$ cat config.mk
export PLATFORM = sky130hd
export DESIGN_NAME = rgb_pwm_led_ctrl
export DESIGN_NICKNAME = d
export VERILOG_FILES = /design/src/rtl/rgb_pwm_led_ctrl.sv
export SDC_FILE = /design/constraint.sdc
export NUM_CORES = 1
export LEC_CHECK = 0
export ABC_AREA = 1
export CAP_MARGIN = 20
export CORE_MARGIN = 1
export CORE_UTILIZATION = 23
export CTS_CLUSTER_SIZE = 28
export DETAILED_ROUTE_END_ITERATION = 8
export PLACE_DENSITY = 0.43
export SLEW_MARGIN = 20
export SYNTH_ARGS = -nofsm -noshare
export SYNTH_HDL_FRONTEND = slang
export SYNTH_SLANG_ARGS = --single-unit
$ cat constraint.sdc
create_clock -name clk -period 2.5 [get_ports clk]
set_input_delay 0.5 -clock clk [delete_from_list [all_inputs] [get_ports clk]]
set_output_delay 0.5 -clock clk [all_outputs]
set_load 0.03 [all_outputs]
$ cat src/rtl/rgb_pwm_led_ctrl.sv
// rgb_pwm_led_ctrl: multi-channel PWM LED driver. Each channel has its own brightness
// and an OFF/SOLID/BLINK/BREATHE mode. Configuration arrives through a single-entry
// valid/ready slot and commits only at a PWM period boundary, so the pins never glitch.
module rgb_pwm_led_ctrl #(
  parameter int NUM_CH        = 3,
  parameter int PWM_BITS      = 8,
  parameter int PRESCALE      = 64,
  parameter int BLINK_PERIODS = 128,
  parameter int BREATHE_DIV   = 2,
  localparam int CH_W = (NUM_CH > 1) ? $clog2(NUM_CH) : 1
) (
  input  logic                clk,
  input  logic                rst_n,
  input  logic                cfg_valid,
  output logic                cfg_ready,
  input  logic [CH_W-1:0]     cfg_ch,
  input  logic [1:0]          cfg_mode,
  input  logic [PWM_BITS-1:0] cfg_duty,
  output logic                cfg_err,
  output logic                period_pulse,
  output logic [NUM_CH-1:0]   led_out
);

  localparam int PRE_W = (PRESCALE > 1) ? $clog2(PRESCALE) : 1;
  localparam int BLK_W = (BLINK_PERIODS > 1) ? $clog2(BLINK_PERIODS) : 1;
  localparam int BRD_W = (BREATHE_DIV > 1) ? $clog2(BREATHE_DIV) : 1;

  localparam logic [PRE_W-1:0]    PRE_LAST = PRE_W'(PRESCALE - 1);
  localparam logic [PRE_W-1:0]    PRE_ONE  = PRE_W'(1);
  localparam logic [BLK_W-1:0]    BLK_LAST = BLK_W'(BLINK_PERIODS - 1);
  localparam logic [BLK_W-1:0]    BLK_ONE  = BLK_W'(1);
  localparam logic [BRD_W-1:0]    BRD_LAST = BRD_W'(BREATHE_DIV - 1);
  localparam logic [BRD_W-1:0]    BRD_ONE  = BRD_W'(1);
  localparam logic [PWM_BITS-1:0] PWM_ONE  = PWM_BITS'(1);
  localparam logic [CH_W:0]       NUM_CH_V = (CH_W + 1)'(NUM_CH);

  localparam logic [1:0] MODE_OFF     = 2'b00;
  localparam logic [1:0] MODE_SOLID   = 2'b01;
  localparam logic [1:0] MODE_BLINK   = 2'b10;
  localparam logic [1:0] MODE_BREATHE = 2'b11;

  // timebase
  logic [PRE_W-1:0]    r_pre_cnt;
  logic [PWM_BITS-1:0] r_pwm_cnt;
  logic                w_tick;
  logic                w_pend;

  // config slot
  logic                r_slot_full;
  logic                w_slot_full_next;
  logic [CH_W-1:0]     r_slot_ch;
  logic [1:0]          r_slot_mode;
  logic [PWM_BITS-1:0] r_slot_duty;
  logic                r_cfg_ready;
  logic                r_cfg_err;
  logic                r_period_pulse;
  logic                w_accept;
  logic                w_commit;
  logic                w_ch_ok;

  // shared blink / breathe timing
  logic [BLK_W-1:0]    r_blink_cnt;
  logic                r_blink_phase;
  logic [BRD_W-1:0]    r_br_cnt;
  logic                w_br_step;

  // per-channel effective duty and registered pin drive
  logic [PWM_BITS-1:0] w_eff [NUM_CH];
  logic [NUM_CH-1:0]   r_led;

  assign w_tick   = (r_pre_cnt == PRE_LAST);
  assign w_pend   = w_tick && (r_pwm_cnt == {PWM_BITS{1'b1}});
  assign w_accept = cfg_valid && r_cfg_ready;
  // The slot is only ever full while ready is low, so an accept in the pend cycle
  // cannot collide with a commit; it simply waits for the next boundary.
  assign w_commit = w_pend && r_slot_full;
  assign w_ch_ok  = ({1'b0, r_slot_ch} < NUM_CH_V);
  assign w_br_step = w_pend && (r_br_cnt == BRD_LAST);

  assign cfg_ready    = r_cfg_ready;
  assign cfg_err      = r_cfg_err;
  assign period_pulse = r_period_pulse;
  assign led_out      = r_led;

  // Prescaler and PWM counter; the PWM counter wraps naturally at all-ones.
  always_ff @(posedge clk or negedge rst_n) begin
    if (!rst_n) begin
      r_pre_cnt <= '0;
      r_pwm_cnt <= '0;
    end else begin
      if (w_tick) begin
        r_pre_cnt <= '0;
        r_pwm_cnt <= r_pwm_cnt + PWM_ONE;
      end else begin
        r_pre_cnt <= r_pre_cnt + PRE_ONE;
      end
    end
  end

  // Slot occupancy: filled on accept, emptied by a commit at the period boundary.
  always_comb begin
    w_slot_full_next = r_slot_full;
    if (w_commit) w_slot_full_next = 1'b0;
    if (w_accept) w_slot_full_next = 1'b1;
  end

  // Handshake registers, error pulse and period pulse.
  always_ff @(posedge clk or negedge rst_n) begin
    if (!rst_n) begin
      r_slot_full    <= 1'b0;
      r_slot_ch      <= '0;
      r_slot_mode    <= MODE_OFF;
      r_slot_duty    <= '0;
      r_cfg_ready    <= 1'b0;
      r_cfg_err      <= 1'b0;
      r_period_pulse <= 1'b0;
    end else begin
      r_slot_full    <= w_slot_full_next;
      r_cfg_ready    <= !w_slot_full_next;
      r_cfg_err      <= w_commit && !w_ch_ok;
      r_period_pulse <= w_pend;
      if (w_accept) begin
        r_slot_ch   <= cfg_ch;
        r_slot_mode <= cfg_mode;
        r_slot_duty <= cfg_duty;
      end
    end
  end

  // Shared blink phase and breathe step divider, both advancing once per period.
  always_ff @(posedge clk or negedge rst_n) begin
    if (!rst_n) begin
      r_blink_cnt   <= '0;
      r_blink_phase <= 1'b0;
      r_br_cnt      <= '0;
    end else if (w_pend) begin
      if (r_blink_cnt == BLK_LAST) begin
        r_blink_cnt   <= '0;
        r_blink_phase <= ~r_blink_phase;
      end else begin
        r_blink_cnt <= r_blink_cnt + BLK_ONE;
      end
      if (r_br_cnt == BRD_LAST) r_br_cnt <= '0;
      else                      r_br_cnt <= r_br_cnt + BRD_ONE;
    end
  end

  for (genvar gi = 0; gi < NUM_CH; gi++) begin : g_ch
    logic [1:0]          r_mode;
    logic [PWM_BITS-1:0] r_duty;
    logic [PWM_BITS-1:0] r_level;
    logic                r_down;
    logic                w_sel;

    assign w_sel = w_commit && w_ch_ok && (r_slot_ch == CH_W'(gi));

    // Channel config and triangle breathe level; a commit overrides a step in the same cycle.
    always_ff @(posedge clk or negedge rst_n) begin
      if (!rst_n) begin
        r_mode  <= MODE_OFF;
        r_duty  <= '0;
        r_level <= '0;
        r_down  <= 1'b0;
      end else if (w_sel) begin
        r_mode <= r_slot_mode;
        r_duty <= r_slot_duty;
        if (r_slot_mode == MODE_BREATHE) begin
          r_level <= '0;
          r_down  <= 1'b0;
        end else if (r_slot_duty < r_level) begin
          r_level <= r_slot_duty;
          r_down  <= 1'b1;
        end
      end else if (w_br_step && (r_mode == MODE_BREATHE)) begin
        if (!r_down) begin
          if (r_level < r_duty) begin
            r_level <= r_level + PWM_ONE;
          end else if (r_level != '0) begin
            r_level <= r_level - PWM_ONE;
            r_down  <= 1'b1;
          end
        end else begin
          if (r_level != '0) begin
            r_level <= r_level - PWM_ONE;
          end else if (r_duty != '0) begin
            r_level <= r_level + PWM_ONE;
            r_down  <= 1'b0;
          end
        end
      end
    end

    assign w_eff[gi] = (r_mode == MODE_SOLID)                    ? r_duty  :
                       ((r_mode == MODE_BLINK) && r_blink_phase) ? r_duty  :
                       (r_mode == MODE_BREATHE)                  ? r_level :
                                                                   '0;
  end

  // Registered PWM compare per channel.
  always_ff @(posedge clk or negedge rst_n) begin
    if (!rst_n) begin
      r_led <= '0;
    end else begin
      for (int i = 0; i < NUM_CH; i++) begin
        r_led[i] <= (r_pwm_cnt < w_eff[i]);
      end
    end
  end

endmodule

Fig. 1: run 1, M1 wires
Scale bar: 50 um.
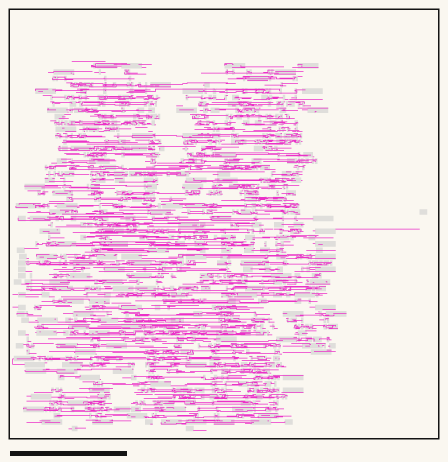
nets with wire on the layer	1076
wire length on this layer	12000 um
share of all routed wire	50%
DR vias: 6791
GRT met1 Usage: 0.215
DRT Wirelength: 24100 um

Fig. 2: run 1, metal 2
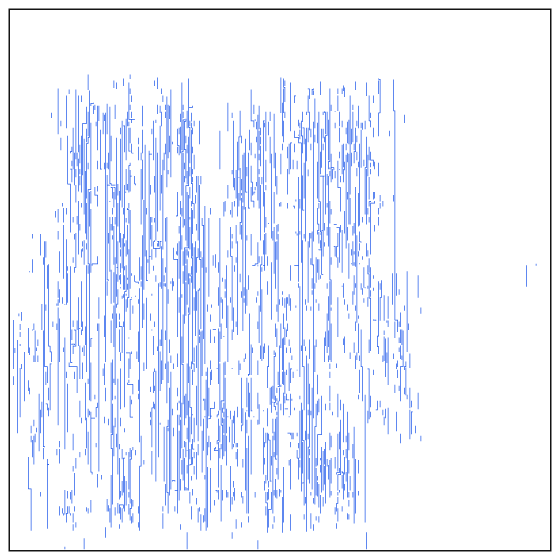
share of all routed wire	45%
longest straight run	84.3 um
wire length on this layer	10900 um
nets with wire on the layer	845
main direction	vertical
grt met2 use: 0.244

Fig. 3: run 1, metal 3
Scale bar: 50 um.
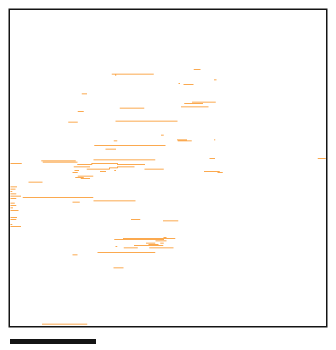
main direction	horizontal
nets with wire on the layer	57
share of all routed wire	3.0%
longest straight run	40.9 um
wire length on this layer	730 um

==> run summary, run 1 <==
Post-DP HPWL - 18300 um
Switching part of the total power - 0.260
Filler cells - 3590
Int Pwr - 2340 uW
Port buffer count - 20
Least-Margin Pin Slew - 0.673 ns
Dominant flop cell - dfrtp_1
CTS H-tree depth - 3
Placer Congestion - 0.824
Inserted Diodes - 0
Top cells by count - nand2_1 (289), inv_1 (132), dfrtp_1 (99), nand3_1 (90), ha_1 (75)
First DRT Iteration DRCs - 382
# hold bufs at CTS - 0
Cell with the largest stage delay on the worst path - dfrtp_1
Pin count of the biggest net entering global routing - 41
R2r setup slk - 0.25 ns
Post-CTS Setup Inserts - 0
Crit-path most repeated cell - nand2_1
Vias in the first global route - 6666
Period utilisation layout - 0.899
Peak supply drop - 0.264 mV
Pwr/cell area - 362 mW/mm2
Detailed Routing Iterations Pass 1 - 5
Largest type area fraction - 0.329
Cell Area, Synth - 0.00753 mm2
Max_slew headroom - 0.550
DIE AREA - 0.0335 mm2
Cells after Synth - 1030
Total congestion overflow - 0
Final instance area - 0.00876 mm2
Max-Cap Viols - 0
Place WS - 0.265 ns
Die W - 183 um
CP endpoint kind - flip-flop
Die height - 183 um
CTS sink count - 99
Ys async rst share - 1.00
Final hold viol count - 0
P_sw - 825 uW
Crit path DRT - 2.81 ns
Final Critical Period - 2.25 ns
Syn-to-layout area delta - 16.3%
Crit path cell chain - inv_1 > ha_1 > a21oi_1 > o21a_1 > nand2_1 > nand2_1 > nand2_1 > nand2_1 > nand3_1 > nand2_1 > nand2_1 > nand2_1
Clock Tree Buf Depth - 2
Layout cell share with drive strength beyond 1 - 0.0797
Outcome - finished, final reports clean
Sequential-to-total area share from yosys stat - 0.329
Yosys cell count - 1030
Floorplan Utilization - 0.236
Final Skew - 0.0167 ns
Sum Neg Setup Slack - 0 ns
Seq pwr share - 0.505
Cell Type Count - 39
Cts repair resizes - 0
Clock network fraction of design power - 0.476
CP arrival - 2.56 ns
Worst min path class - in -> async
Latency at later pin - 0.37 ns
Max-slew violation count - 0
Logic pwr share - 0.019
Total core area - 0.0319 mm2
DR vias/cell - 4.49
Max Clk Rate - 445 MHz
Clock slew at reported path FFs - 0.09 ns
RSZ-0062 raised after global routing - false
P_leak - 0.00412 uW
CP peak stage delay - 0.41 ns
Initial antenna violation count - 0
IO Pins - 21
Mapped Avg Cell Area - 7.31 um2
Most common cell in the netlist - nand2_1
Flops out of synthesis - 99
[run 1: kinds of logic (layout without fill, tap and decap cells)]
kind of cell,Yosys count,after routing,synth area share
simple gates,510,510,0.305
buf+inv,158,207,0.0818
compound gates,143,143,0.107
flops,99,99,0.329
fa+ha+maj,75,75,0.125
xor+xnor,45,45,0.0524
[run 1: through the flow]
stage	instances	utilization	power (uW)	hold slack, ns
final	1514	0.275	3170	0.0974
after global routing	1514	0.275	3280	0.129
after CTS	1514	0.275	3220	0.112
after detailed placement	1498	0.265	1700	0.465
after global placement	1498	0.265	1700	0.447
after floorplan	1030	-	1630	0.204
[run 1: cells in the final DEF (no fill, tap or decap), drive strengths merged, types with 2 or more instances in the layout]
cell / count
a21oi: 50
a31oi: 2
buf: 37
clkbuf: 9
clkdlybuf4s50: 19
clkinv: 4
dfrtp: 99
ha: 75
inv: 138
nand2: 298
nand3: 95
nand3b: 2
nand4: 16
nor2: 70
nor3: 23
nor4: 6
o21a: 3
o21ai: 61
o22ai: 24
xnor2: 11
xor2: 34
[run 1: cell type report]
class                      count  area [um2]  area share
clock buffer                   9         225      0.0257
clock inverter                 7        83.8     0.00957
inverter                     135         509      0.0582
multi-input combinational    773        4440       0.507
sequential                    99        2480       0.283
tap                          435         544      0.0622
timing repair buffer          56         480      0.0549
[run 1: worst paths after layout]
check                                               from                        endpoint  depth (start not counted)
max                        g_ch[1].r_duty[7]$_DFFE_PN0P_  g_ch[1].r_level[1]$_DFFE_PN0P_                         12
min                                                rst_n   g_ch[1].r_duty[2]$_DFFE_PN0P_                          1
max reg2reg                g_ch[1].r_duty[7]$_DFFE_PN0P_  g_ch[1].r_level[1]$_DFFE_PN0P_                         12
min reg2reg                       r_pre_cnt[0]$_DFF_PN0_          r_pre_cnt[0]$_DFF_PN0_                          1
max in group asynchronous                          rst_n   g_ch[0].r_duty[5]$_DFFE_PN0P_                          2
min in group clk                  r_pre_cnt[0]$_DFF_PN0_          r_pre_cnt[0]$_DFF_PN0_                          1
[run 1: flip-flops by register name, indices dropped and copies added, names as in the netlist, 3 cells and up]
signal / count
led_out: 3
r_slot_duty: 8
g_ch.r_mode: 6
g_ch.r_down: 3
r_pwm_cnt: 8
g_ch.r_duty: 24
r_pre_cnt: 6
r_blink_cnt: 7
g_ch.r_level: 24
[run 1: power by group through the flow]
stage	clock network, uW	registers [uW]	logic (uW)
6_report	1510	1600	60.3
5_1_grt	1620	1600	69.2
4_1_cts	1550	1600	64.1
3_5_place_dp	0	1630	63.9
3_3_place_gp	0	1630	64.4
2_1_floorplan	0	1630	0.104
[run 1: critical path: cells and delay by family (launching register included)]
| kind | cells | cell delay [ns] |
|---|---|---|
| DFF | 1 | 0.41 |
| buffers and inverters | 1 | 0.17 |
| and+or+nand+nor | 8 | 1.04 |
| adders and majority gates | 1 | 0.27 |
| AOI/OAI and AO/OA | 2 | 0.29 |
[run 1: layer usage]
layer / up-vias / global-route usage / wire length [um]
li1: 3465 / - / -
met1: 3183 / 0.215 / 12000
met2: 120 / 0.244 / 10900
met3: 23 / 0.0119 / 729
met4: 0 / 0.0453 / 418
met5: - / 0 / 0
Fig. 4: run 1, clock wiring as the flow saved it
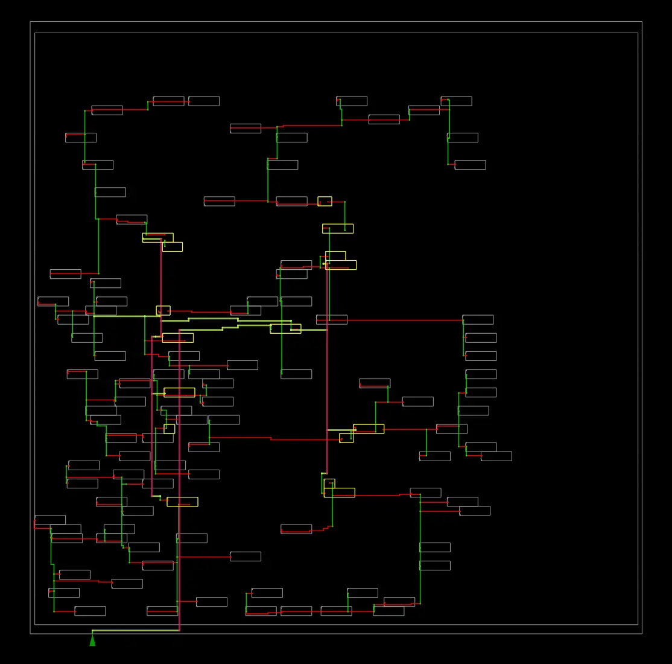

==> run 2: changes to the inputs <==
--- a/config.mk
+++ b/config.mk
@@ -6,12 +6,10 @@
 export NUM_CORES = 1
 export LEC_CHECK = 0
 export ABC_AREA = 1
-export CAP_MARGIN = 20
 export CORE_MARGIN = 1
-export CORE_UTILIZATION = 23
-export CTS_CLUSTER_SIZE = 28
+export CORE_UTILIZATION = 63
 export DETAILED_ROUTE_END_ITERATION = 8
-export PLACE_DENSITY = 0.43
+export PLACE_DENSITY = 0.87
 export SLEW_MARGIN = 20
 export SYNTH_ARGS = -nofsm -noshare
 export SYNTH_HDL_FRONTEND = slang
Fig. 5: run 2, clock wiring as the flow saved it
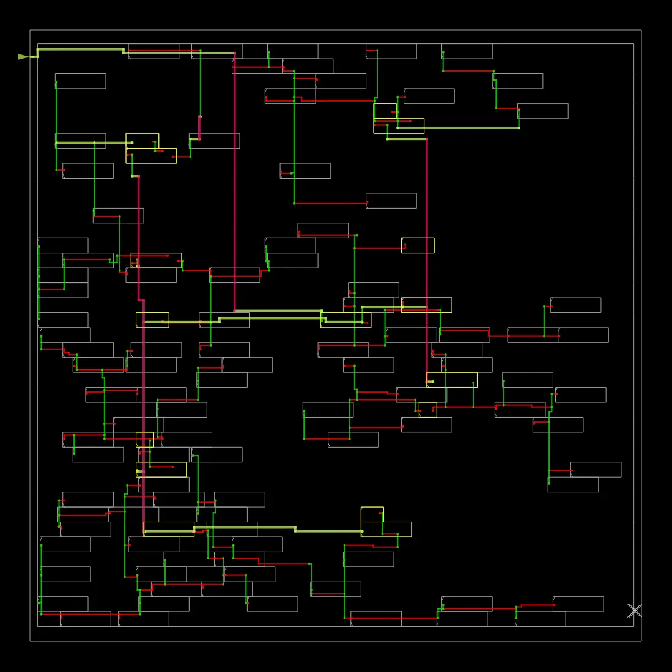
Clock group: 1470 uW
CLK BUF: 9
Final Skew: 0.0120 ns

Fig. 6: run 2, M1 wires
Scale bar: 20 um.
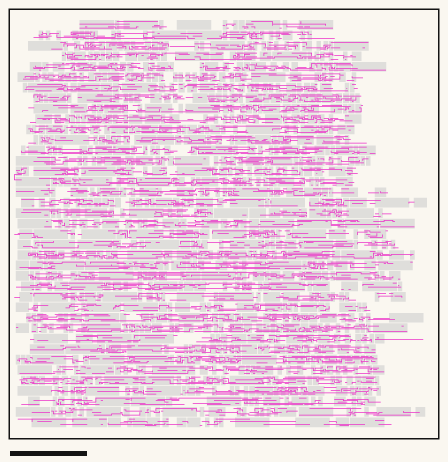
longest straight run	35.4 um
nets with wire on the layer	1075
main direction	horizontal
DR vias: 7268
DRT Wirelength: 20500 um

==> run summary, run 2 <==
Filler cells - 880
Max_slew headroom - 0.604
Syn-to-layout area delta - 10.3%
Placer Congestion - 0.935
Cts repair resizes - 0
Peak supply drop - 0.414 mV
Least-Margin Pin Slew - 0.590 ns
Max Clk Rate - 444 MHz
Die height - 111 um
Cell Count, Final, Fillers Out - 1210
Clock slew at reported path FFs - 0.08 ns
Final Critical Period - 2.25 ns
Sum Neg Setup Slack - 0 ns
Failing checks - design-rule violations
Top cell excl fill/tap - nand2_1
Most frequent logic cells in the routed design - nand2_1 (289), inv_1 (132), dfrtp_1 (99)
CP peak stage delay - 0.55 ns
CP bufs+invs - 0
DIE AREA - 0.0124 mm2
Latency at later pin - 0.37 ns
Outcome - finished with violations
IO Pins - 21
Detailed Routing Iterations Pass 1 - 8
Drc violations - 2
Period utilisation layout - 0.902
Yosys cell count - 1030
Cells after Synth - 1030
Mapped Avg Cell Area - 7.31 um2
CTS sink count - 99
Post-layout util - 0.721
Sequential-to-total area share from yosys stat - 0.329
Inserted Diodes - 0
Crit-path most repeated cell - nand2_1
Ys async rst share - 1.00
First DRT Iteration DRCs - 590
RSZ-0062 raised after global routing - false
CP endpoint kind - flip-flop
Clock Tree Buf Depth - 2
CP arrival - 2.56 ns
Vias in the first global route - 6762
Layout cell share with drive strength beyond 1 - 0.0694
Post-CTS Setup Inserts - 0
Floorplan Utilization - 0.654
Worst min path class - in -> async
Pin count of the biggest net entering global routing - 34
DR vias/cell - 6.01
Max-slew violation count - 0
Post-DP HPWL - 14900 um
# hold bufs at CTS - 0
Total core area - 0.0115 mm2
Initial antenna violation count - 0
Most common cell in the netlist - nand2_1
CP top delay family - simple AND/OR/NAND/NOR gates
Final hold viol count - 0
P_leak - 0.00406 uW
Pwr/cell area - 376 mW/mm2
Port buffer count - 20
Die W - 111 um
-- run 2: netlist changes by cell type in the layout (fill, tap and decap cells not counted) --
cell,previous run,this run
buf_4,36,24
inv_8,3,2
clkinv_8,2,3
-- run 2: worst paths after layout --
| kind | from | end | slack [ns] | depth (start not counted) |
|---|---|---|---|---|
| max in group asynchronous | rst_n | g_ch[2].r_level[5]$_DFFE_PN0P_ | 1.79 | 2 |
| worst min-delay path | rst_n | g_ch[1].r_level[3]$_DFFE_PN0P_ | 0.06 | 1 |
| worst max-delay path | g_ch[1].r_level[3]$_DFFE_PN0P_ | g_ch[1].r_level[1]$_DFFE_PN0P_ | 0.25 | 12 |
| worst min register to register | r_pre_cnt[0]$_DFF_PN0_ | r_pre_cnt[0]$_DFF_PN0_ | 0.47 | 1 |
| worst max register to register | g_ch[1].r_level[3]$_DFFE_PN0P_ | g_ch[1].r_level[1]$_DFFE_PN0P_ | 0.25 | 12 |
| min in group clk | r_pre_cnt[0]$_DFF_PN0_ | r_pre_cnt[0]$_DFF_PN0_ | 0.47 | 1 |
-- run 2: cell families (layout without fill, tap and decap cells) --
family | after synthesis | count (layout) | synth area share
AND-OR/OR-AND | 143 | 143 | 0.107
XOR/XNOR | 45 | 45 | 0.0524
adder cells (fa/ha/maj) | 75 | 75 | 0.125
buffers and inverters | 158 | 195 | 0.0818
flip-flops | 99 | 99 | 0.329
AND/OR/NAND/NOR | 510 | 510 | 0.305
-- run 2: metal layers --
layer / vias up / global-route usage / share of wire
li1: 3452 / - / -
met1: 3365 / 0.461 / 0.40
met2: 360 / 0.527 / 0.44
met3: 91 / 0.0700 / 0.10
met4: 0 / 0.195 / 0.056
met5: - / 0 / 0
-- run 2: through the flow --
| stage | area, um2 | setup WS (ns) |
|---|---|---|
| 2_1_floorplan | 7530 | 0.632 |
| 6_report | 8310 | 0.245 |
| 5_1_grt | 8310 | 0.0353 |
| 3_5_place_dp | 7990 | 0.346 |
| 3_3_place_gp | 7990 | 0.384 |
| 4_1_cts | 8310 | 0.331 |
-- run 2: power by group --
group	internal, uW	leakage, uW	switching [uW]	total, uW
Combinational	23.8	0.00261	36.4	60.2
Sequential	1600	0.00130	0	1600
Clock	722	0.000152	743	1470
-- run 2: area by class of cell --
type	instances	area [um2]	share of cell area
timing repair buffer	44	390	0.0470
tap	143	179	0.0215
clock buffer	9	225	0.0271
inverter	135	509	0.0613
clock inverter	7	88.8	0.0107
multi-input combinational	773	4440	0.534
sequential	99	2480	0.298
-- run 2: worst register-to-register path, stage by stage, from the launching register on --
cell     delay [ns]
dfrtp_1        0.55
ha_1           0.32
a21oi_1        0.14
nand2_1        0.08
nand2_1        0.07
nand2_1        0.09
nand2_1        0.29
nand2_1        0.28
nand2_1        0.13
nand3_1        0.07
nand2_1        0.08
nand2_1        0.05
nand2_1        0.05
Power figures rest on the tool's default switching activity, not on a simulated workload.
